$ cat src/rtl/mips_pkg.sv
// Shared MIPS32 definitions: opcodes, ALUOp encodings and control bundle layout.
package mips_pkg;

  localparam logic [5:0] OP_RTYPE = 6'h00;
  localparam logic [5:0] OP_J     = 6'h02;
  localparam logic [5:0] OP_JAL   = 6'h03;
  localparam logic [5:0] OP_BEQ   = 6'h04;
  localparam logic [5:0] OP_BNE   = 6'h05;
  localparam logic [5:0] OP_ADDI  = 6'h08;
  localparam logic [5:0] OP_ANDI  = 6'h0C;
  localparam logic [5:0] OP_ORI   = 6'h0D;
  localparam logic [5:0] OP_LB    = 6'h20;
  localparam logic [5:0] OP_LW    = 6'h23;
  localparam logic [5:0] OP_LBU   = 6'h24;
  localparam logic [5:0] OP_SB    = 6'h28;
  localparam logic [5:0] OP_SW    = 6'h2B;

  localparam logic [1:0] ALUOP_ADD   = 2'b00;
  localparam logic [1:0] ALUOP_BR    = 2'b01;
  localparam logic [1:0] ALUOP_R     = 2'b10;
  localparam logic [1:0] ALUOP_LOGIC = 2'b11;

  // The whole decoded control word travels as one vector; a bubble is all zeros.
  localparam int CTRL_W         = 12;
  localparam int CB_REGDEST     = 0;
  localparam int CB_BRANCH      = 1;
  localparam int CB_MEMREAD     = 2;
  localparam int CB_MEMTOREG    = 3;
  localparam int CB_MEMWRITE    = 4;
  localparam int CB_ALUSRC      = 5;
  localparam int CB_REGWRITE    = 6;
  localparam int CB_JUMP        = 7;
  localparam int CB_IS_BYTE     = 8;
  localparam int CB_IS_UNSIGNED = 9;
  localparam int CB_ALUOP_LO    = 10;
  localparam int CB_ALUOP_HI    = 11;

  localparam logic [CTRL_W-1:0] CTRL_BUBBLE = '0;

endpackage

$ cat src/rtl/detector_riesgos.sv
// Combinational load-use hazard detector for the ID/EX boundary.
module detector_riesgos
  import mips_pkg::*;
#(
  parameter int RW = 5
) (
  input  logic          ex_valid,
  input  logic          ex_mem_read,
  input  logic [RW-1:0] ex_rt,
  input  logic [RW-1:0] id_rs,
  input  logic [RW-1:0] id_rt,
  input  logic          id_alu_src,
  input  logic          id_mem_write,
  input  logic          id_branch,
  input  logic          flush,
  output logic          stall
);

  logic uses_rt;
  logic load_in_ex;
  logic dep;

  // rt is a true source for R-type, stores (data) and branches (compare).
  always_comb begin
    uses_rt    = ~id_alu_src | id_mem_write | id_branch;
    load_in_ex = ex_valid & ex_mem_read & (ex_rt != '0);
    dep        = (ex_rt == id_rs) | ((ex_rt == id_rt) & uses_rt);
    // A flushed ID instruction is discarded anyway, so it must not stall.
    stall      = load_in_ex & dep & ~flush;
  end

endmodule

$ cat src/rtl/registro_id_ex.sv
// ID/EX pipeline register with integrated load-use bubble insertion.
module registro_id_ex
  import mips_pkg::*;
#(
  parameter int DW = 32,
  parameter int RW = 5
) (
  input  logic          clk,
  input  logic          rst_n,
  input  logic          en,
  input  logic          flush,
  input  logic          id_RegDest,
  input  logic          id_Branch,
  input  logic          id_MemRead,
  input  logic          id_MemtoReg,
  input  logic          id_MemWrite,
  input  logic          id_ALUSrc,
  input  logic          id_RegWrite,
  input  logic          id_Jump,
  input  logic          id_is_byte,
  input  logic          id_is_unsigned,
  input  logic [1:0]    id_ALUOp,
  input  logic [DW-1:0] id_pc4,
  input  logic [DW-1:0] id_rd1,
  input  logic [DW-1:0] id_rd2,
  input  logic [DW-1:0] id_imm,
  input  logic [RW-1:0] id_rs,
  input  logic [RW-1:0] id_rt,
  input  logic [RW-1:0] id_rd,
  input  logic [5:0]    id_funct,
  output logic          ex_RegDest,
  output logic          ex_Branch,
  output logic          ex_MemRead,
  output logic          ex_MemtoReg,
  output logic          ex_MemWrite,
  output logic          ex_ALUSrc,
  output logic          ex_RegWrite,
  output logic          ex_Jump,
  output logic          ex_is_byte,
  output logic          ex_is_unsigned,
  output logic [1:0]    ex_ALUOp,
  output logic [DW-1:0] ex_pc4,
  output logic [DW-1:0] ex_rd1,
  output logic [DW-1:0] ex_rd2,
  output logic [DW-1:0] ex_imm,
  output logic [RW-1:0] ex_rs,
  output logic [RW-1:0] ex_rt,
  output logic [RW-1:0] ex_rd,
  output logic [5:0]    ex_funct,
  output logic          ex_valid,
  output logic          stall
);

  logic [CTRL_W-1:0] id_ctrl;
  logic [CTRL_W-1:0] ctrl_q;

  // Pack the control unit outputs into one vector so a bubble is a single clear.
  always_comb begin
    id_ctrl                             = '0;
    id_ctrl[CB_REGDEST]                 = id_RegDest;
    id_ctrl[CB_BRANCH]                  = id_Branch;
    id_ctrl[CB_MEMREAD]                 = id_MemRead;
    id_ctrl[CB_MEMTOREG]                = id_MemtoReg;
    id_ctrl[CB_MEMWRITE]                = id_MemWrite;
    id_ctrl[CB_ALUSRC]                  = id_ALUSrc;
    id_ctrl[CB_REGWRITE]                = id_RegWrite;
    id_ctrl[CB_JUMP]                    = id_Jump;
    id_ctrl[CB_IS_BYTE]                 = id_is_byte;
    id_ctrl[CB_IS_UNSIGNED]             = id_is_unsigned;
    id_ctrl[CB_ALUOP_HI:CB_ALUOP_LO]    = id_ALUOp;
  end

  detector_riesgos #(.RW(RW)) u_detector (
    .ex_valid     (ex_valid),
    .ex_mem_read  (ex_MemRead),
    .ex_rt        (ex_rt),
    .id_rs        (id_rs),
    .id_rt        (id_rt),
    .id_alu_src   (id_ALUSrc),
    .id_mem_write (id_MemWrite),
    .id_branch    (id_Branch),
    .flush        (flush),
    .stall        (stall)
  );

  // Control/valid: flush beats the freeze so a squash is never lost; stall inserts a bubble.
  always_ff @(posedge clk or negedge rst_n) begin
    if (!rst_n) begin
      ctrl_q   <= CTRL_BUBBLE;
      ex_valid <= 1'b0;
    end else if (flush) begin
      ctrl_q   <= CTRL_BUBBLE;
      ex_valid <= 1'b0;
    end else if (en) begin
      if (stall) begin
        ctrl_q   <= CTRL_BUBBLE;
        ex_valid <= 1'b0;
      end else begin
        ctrl_q   <= id_ctrl;
        ex_valid <= 1'b1;
      end
    end
  end

  // Data and specifier fields; contents under a bubble are don't-care, so they just follow ID.
  always_ff @(posedge clk or negedge rst_n) begin
    if (!rst_n) begin
      ex_pc4   <= '0;
      ex_rd1   <= '0;
      ex_rd2   <= '0;
      ex_imm   <= '0;
      ex_rs    <= '0;
      ex_rt    <= '0;
      ex_rd    <= '0;
      ex_funct <= '0;
    end else if (flush || en) begin
      ex_pc4   <= id_pc4;
      ex_rd1   <= id_rd1;
      ex_rd2   <= id_rd2;
      ex_imm   <= id_imm;
      ex_rs    <= id_rs;
      ex_rt    <= id_rt;
      ex_rd    <= id_rd;
      ex_funct <= id_funct;
    end
  end

  // Unpack the registered control vector onto the named EX outputs.
  always_comb begin
    ex_RegDest     = ctrl_q[CB_REGDEST];
    ex_Branch      = ctrl_q[CB_BRANCH];
    ex_MemRead     = ctrl_q[CB_MEMREAD];
    ex_MemtoReg    = ctrl_q[CB_MEMTOREG];
    ex_MemWrite    = ctrl_q[CB_MEMWRITE];
    ex_ALUSrc      = ctrl_q[CB_ALUSRC];
    ex_RegWrite    = ctrl_q[CB_REGWRITE];
    ex_Jump        = ctrl_q[CB_JUMP];
    ex_is_byte     = ctrl_q[CB_IS_BYTE];
    ex_is_unsigned = ctrl_q[CB_IS_UNSIGNED];
    ex_ALUOp       = ctrl_q[CB_ALUOP_HI:CB_ALUOP_LO];
  end

endmodule

$ cat config.mk
export PLATFORM = sky130hd
export DESIGN_NAME = registro_id_ex
export DESIGN_NICKNAME = d
export VERILOG_FILES = /design/src/rtl/mips_pkg.sv /design/src/rtl/detector_riesgos.sv /design/src/rtl/registro_id_ex.sv
export SDC_FILE = /design/constraint.sdc
export NUM_CORES = 1
export LEC_CHECK = 0
export CORE_ASPECT_RATIO = 1.5
export CORE_MARGIN = 2
export CORE_UTILIZATION = 40
export CTS_CLUSTER_SIZE = 20
export DETAILED_ROUTE_END_ITERATION = 16
export GPL_TIMING_DRIVEN = 0
export PLACE_DENSITY_LB_ADDON = 0.05
export SETUP_SLACK_MARGIN = 0.2
export SKIP_CTS_REPAIR_TIMING = 1
export SYNTH_ARGS = -nofsm -noshare
export SYNTH_HDL_FRONTEND = slang
export SYNTH_SLANG_ARGS = --single-unit
$ cat constraint.sdc
create_clock -name clk -period 2 [get_ports clk]
set_input_delay 0.4 -clock clk [delete_from_list [all_inputs] [get_ports clk]]
set_output_delay 0.4 -clock clk [all_outputs]
set_load 0.1 [all_outputs]
final_clocks.png
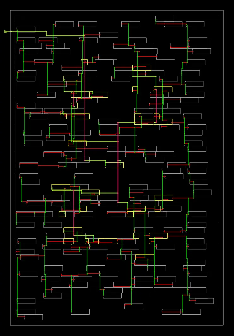
P_clk: 3.02 mW
Setup Skew: 0.006472 ns

==> results_slide.txt <==
Key Metrics from the Run

Synth
  • Synth warnings: 0
  • Main synth FF type: dfrtp_1
  • Post-Synth Simple-Gate Area: 0.02120
  • Yosys top cell by instances: dfrtp_1
  • Largest area contributor in the netlist: dfrtp_1
  • Number of cells in Yosys stat: 405
  • Post-Syn Area: 0.006315 sq mm

Drt
  • First DRT Iteration DRCs: 153
  • DR WL/cell: 17.83 um

Setup path
  • CP cell instances: or4_4, o211ai_4, buf_6, nor3b_4, buf_12
  • Max stage delay on crit path: 0.56 ns
  • Type of origin of the critical path: flip-flop
  • Crit path to: stall

Status
  • Violated checks: setup timing
  • Outcome: finished with violations

Finish
  • Fin cells: 979
  • Fill cells: 1321
  • Nets: 928
  • Antenna cell count: 0

Global route
  • Global-route wire length before repair: 26540 um
  • Largest net degree at the start of global routing: 87
  • Most Used Layer, Global Route: met2
  • Global-route met1 utilization: 0.2236

Worst hold path
  • Worst hold path cell count: 4
  • Hold Path End: ctrl_q[1]
  • Hold Crit Start: flush

Floorplan
  • Tapcells: 203
  • Ports: 328
  • Die width: 106.6 um

Pwr
  • Clock Power Share: 0.299
  • Comb. pwr: 3.36 mW
  • Net switching power: 4.092 mW

Placement
  • I/O Buffers: 326

Final timing
  • Setup violators final: 2
  • Worst Setup Slack, final: -0.4977 ns

Clocking
  • TritonCTS Sinks: 162
drive_strength.png
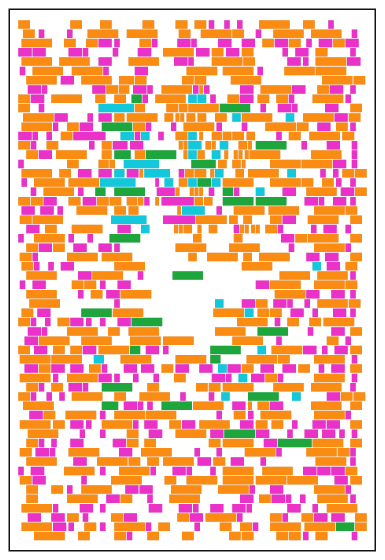
legend:
  drive 1 or less:
    color: orange
    cells: 386
  drive 6 and up:
    color: green
    cells: 28
  drive 3 to 4:
    color: cyan
    cells: 34
  drive 2:
    color: magenta
    cells: 328

Power figures rest on the tool's default switching activity, not on a simulated workload.
